layer_met4.png
Bar = 50 um. Supply wires on this layer in gray.
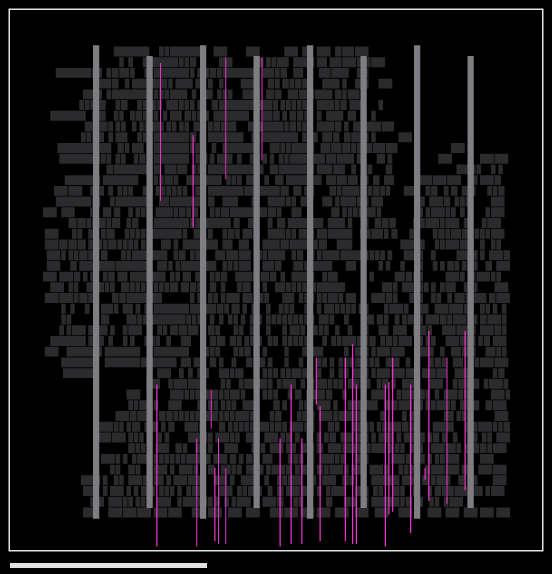
layer_met1.png
Supply wires on this layer in gray.
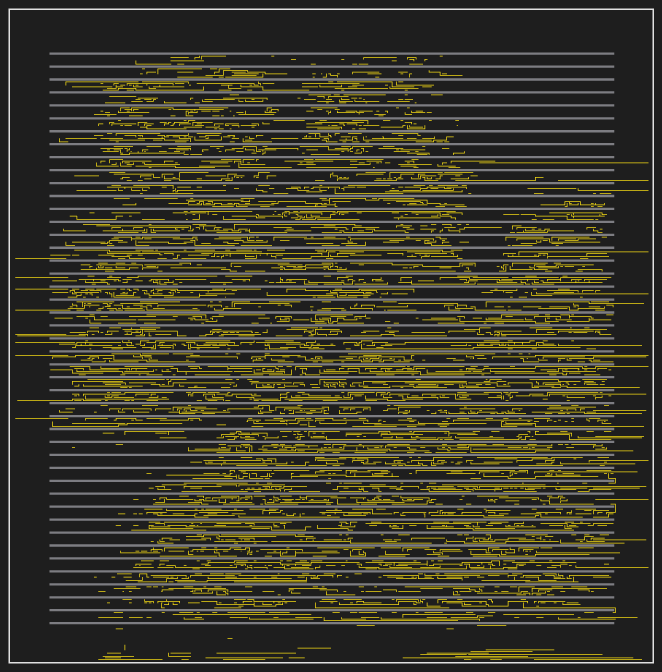
## src/rtl/maze_tracker.sv

```systemverilog
// maze_tracker: player position, move counter and checkpoint tracker for a tile maze.
// Optional macro MAZE_TRACKER_ORDER_EN: checkpoints must be reached in ascending bit order.
module maze_tracker #(
    parameter int START_TILE = 19,
    parameter int HIT_HOLD   = 32
) (
    input  logic         CLK,
    input  logic         RSTN,
    input  logic         start,
    input  logic         tick,
    input  logic [3:0]   btn,
    input  logic [197:0] mazestate,
    output logic [7:0]   player_tile,
    output logic [7:0]   counter,
    output logic [4:0]   cp_mask,
    output logic         win,
    output logic [1:0]   fsm_state
);

    typedef enum logic [1:0] {
        IDLE = 2'd0,
        PLAY = 2'd1,
        HIT  = 2'd2,
        WIN  = 2'd3
    } state_t;

    localparam logic [4:0] START_COL = 5'(START_TILE % 18);
    localparam logic [3:0] START_ROW = 4'(START_TILE / 18);

    state_t      state;
    logic [4:0]  col;
    logic [3:0]  row;
    logic [7:0]  saved;
    logic [15:0] hold;

    logic [4:0]  ncol;
    logic [3:0]  nrow;
    logic        blocked;
    logic        moving;
    logic [7:0]  cand;
    logic        path;
    logic [4:0]  cp_hit;
    logic [4:0]  allow;
    logic [4:0]  mask_next;

    assign player_tile = 8'({3'd0, col}) + 8'(8'd18 * {4'd0, row});
    assign fsm_state   = state;

    // Candidate tile for the highest-priority pressed direction, plus grid-edge blocking
    always_comb begin
        ncol    = col;
        nrow    = row;
        blocked = 1'b0;
        if (btn[3]) begin
            if (row == 4'd0) blocked = 1'b1;
            else nrow = row - 4'd1;
        end else if (btn[2]) begin
            if (row == 4'd10) blocked = 1'b1;
            else nrow = row + 4'd1;
        end else if (btn[1]) begin
            if (col == 5'd0) blocked = 1'b1;
            else ncol = col - 5'd1;
        end else if (btn[0]) begin
            if (col == 5'd17) blocked = 1'b1;
            else ncol = col + 5'd1;
        end
        moving = (|btn) && !blocked;
        cand   = 8'({3'd0, ncol}) + 8'(8'd18 * {4'd0, nrow});
        path   = mazestate[cand];
    end

    // Checkpoint detection and the mask that a path move onto cand would produce
    always_comb begin
        cp_hit = {cand == 8'd178, cand == 8'd139, cand == 8'd113,
                  cand == 8'd37, cand == 8'd31};
`ifdef MAZE_TRACKER_ORDER_EN
        allow = {&cp_mask[3:0], &cp_mask[2:0], &cp_mask[1:0],
                 cp_mask[0], 1'b1};
`else
        allow = 5'b11111;
`endif
        mask_next = cp_mask | (cp_hit & allow);
    end

    // Game FSM with all visible state held in registers
    always_ff @(posedge CLK or negedge RSTN) begin
        if (!RSTN) begin
            state   <= IDLE;
            col     <= START_COL;
            row     <= START_ROW;
            counter <= 8'd0;
            saved   <= 8'd0;
            cp_mask <= 5'd0;
            win     <= 1'b0;
            hold    <= 16'd0;
        end else begin
            case (state)
                IDLE, WIN: begin
                    if (start) begin
                        state   <= PLAY;
                        col     <= START_COL;
                        row     <= START_ROW;
                        counter <= 8'd0;
                        cp_mask <= 5'd0;
                        win     <= 1'b0;
                        hold    <= 16'd0;
                    end
                end
                PLAY: begin
                    if (tick && moving) begin
                        if (path) begin
                            col     <= ncol;
                            row     <= nrow;
                            counter <= (counter < 8'd254) ?
                                       counter + 8'd1 : 8'd254;
                            cp_mask <= mask_next;
                            if (mask_next == 5'b11111) begin
                                state <= WIN;
                                win   <= 1'b1;
                            end
                        end else begin
                            state   <= HIT;
                            saved   <= counter;
                            counter <= 8'd255;
                            hold    <= 16'(HIT_HOLD);
                        end
                    end
                end
                HIT: begin
                    if (tick) begin
                        if (hold <= 16'd1) begin
                            state   <= PLAY;
                            col     <= START_COL;
                            row     <= START_ROW;
                            counter <= saved;
                            hold    <= 16'd0;
                        end else begin
                            hold <= hold - 16'd1;
                        end
                    end
                end
                default: state <= IDLE;
            endcase
        end
    end

endmodule
```

## config.mk

```make
export PLATFORM = sky130hd
export DESIGN_NAME = maze_tracker
export DESIGN_NICKNAME = d
export VERILOG_FILES = /design/src/rtl/maze_tracker.sv
export SDC_FILE = /design/constraint.sdc
export NUM_CORES = 1
export LEC_CHECK = 0
export ABC_AREA = 1
export CAP_MARGIN = 20
export CORE_AREA = 8 8 127 129
export DETAILED_ROUTE_END_ITERATION = 8
export DIE_AREA = 0 0 135 137
export PLACE_DENSITY = 0.85
export SYNTH_ARGS = -nofsm -noshare
export SYNTH_HDL_FRONTEND = slang
export SYNTH_SLANG_ARGS = --single-unit
```

## constraint.sdc

```tcl
create_clock -name CLK -period 5.4 [get_ports CLK]
set_clock_uncertainty 0.05 [all_clocks]
set_input_delay 1.35 -clock CLK [delete_from_list [all_inputs] [get_ports CLK]]
set_output_delay 1.35 -clock CLK [all_outputs]
set_load 0.05 [all_outputs]
```

==> results.sh <==
# physical design summary
export IMPL_area_growth_synth_to_final_pct=43.4
export IMPL_worst_pin_slew_ns=0.633
export IMPL_dp_hpwl_um=19900
export IMPL_layout_min_cycle_time_ns=5.07
export IMPL_ys_sh_adder_pct=5.58
export IMPL_yosys_area_sq_um=6540
export IMPL_largest_register="hold"
export IMPL_yosys_cell_count_top_type="nand2_1"
export IMPL_cts_resized=0
export IMPL_setup_tns_ns=0
export IMPL_cap_violations=0
export IMPL_worstSetupPathDepth=30
export IMPL_lay_top_cells="nand2_1, clkdlybuf4s50_1, inv_1"
export IMPL_first_iter_violations=722
export IMPL_dr_pass1_iters=5
export IMPL_wl_per_cell_um=16.0
export IMPL_final_max_slew_viol_count=0
export IMPL_ys_warn_count=0
export IMPL_grt_antenna_before_repair=0
export IMPL_hold_viol=0
export IMPL_pre_cts_slack_ns=-0.201
export IMPL_fmax_mhz=197
export IMPL_cp_max_fo=4
export IMPL_startpoint="btn[3]"
export IMPL_die_x_um=135
export IMPL_status="completed"
export IMPL_clkSinkCount=49
export IMPL_clk_pin_slew_ns=0.07
export IMPL_xor_area_share_pct=4.15
export IMPL_num_rows=44
export IMPL_synth_seq_share_pct=18.8
export IMPL_numCtsBuffers=5
export IMPL_topCombFamilyByArea="simple AND/OR/NAND/NOR gates"
export IMPL_fin_util_pct=66.1
export IMPL_postCtsHoldBufs=0
export IMPL_ys_async_sr_fraction_pct=100
export IMPL_whs_ns=0.434
export IMPL_netlist_top_cells_count="nand2_1, inv_1, nand3_1, nor2_1, dfrtp_1"
export IMPL_diodes=0
export IMPL_cp_end_kind="flop"
export IMPL_syn_num_nets=1407
export IMPL_core_area_sq_um=14200
export IMPL_netlist_area_leader_share_pct=28.3
export IMPL_cpMaxStageDelayCell="clkdlybuf4s50_1"
export IMPL_root_buffer="clkbuf_16"
export IMPL_via_per_inst=5.26
export IMPL_edf_count=0
export IMPL_ys_types=45
export IMPL_synth_simple_area_share_pct=53.9
export IMPL_netlist_area_sq_um=6540
export IMPL_fin_cells=1589
export IMPL_io_pins=230
export IMPL_total_power_mw=6.63
export IMPL_crit_buf_inv=9
export IMPL_p_leak_nw=5.07
export IMPL_synth_seq_cells=49
export IMPL_cpMostUsedCell="nand2_1"
export IMPL_area_leaders="nand2_1, dfrtp_1, nand3_1"
export IMPL_logic_area_sq_um=4540
export IMPL_reg2reg_to="fsm_state[0]"
export IMPL_setup_viol=0
export IMPL_hold_depth=2
export IMPL_cp_arrival_ns=5.19
export IMPL_r2r_start="row[1]"
export IMPL_fill_cells=1278
export IMPL_mux_share_pct=0
export IMPL_worstHoldPathType="flop to flop"
export IMPL_required_ns=5.53
-- layer_met4.png (at the start) --
wire length on this layer	804 um
main direction	vertical
longest straight run	50.3 um
share of all routed wire	3.2%
nets with wire on the layer	26
via count: 8,361
final WL: 25,500 um

-- layer_met1.png (at the start) --
wire length on this layer	10,600 um
share of all routed wire	41%
met1 Usage GRT: 34.1%

==> final cells by class <==
class	count	area share, %
tap	184	2.45
clock inverter	1	0.0934
timing repair buffer	281	28.9
inverter	140	5.60
multi-input combinational	927	48.4
clock buffer	7	1.41
sequential	49	13.1
==> power breakdown <==
part | leakage (nW) | switching [mW] | internal (mW) | total [mW]
Clock | 0.0681 | 0.134 | 0.173 | 0.307
Sequential | 0.661 | 0.176 | 0.505 | 0.681
Combinational | 4.34 | 3.63 | 2.02 | 5.64
Total | 5.07 | 3.94 | 2.69 | 6.63
==> per-layer routing <==
layer	track usage [%]	wire length (um)	vias to the layer above	part of all wire, %
li1	-	-	4147	-
met1	34.1	10600	3813	41
met2	45.0	11800	347	46
met3	4.99	2270	54	8.9
met4	9.25	804	0	3.2
met5	0	0	-	0
Power is estimated from default activity; no workload was simulated.
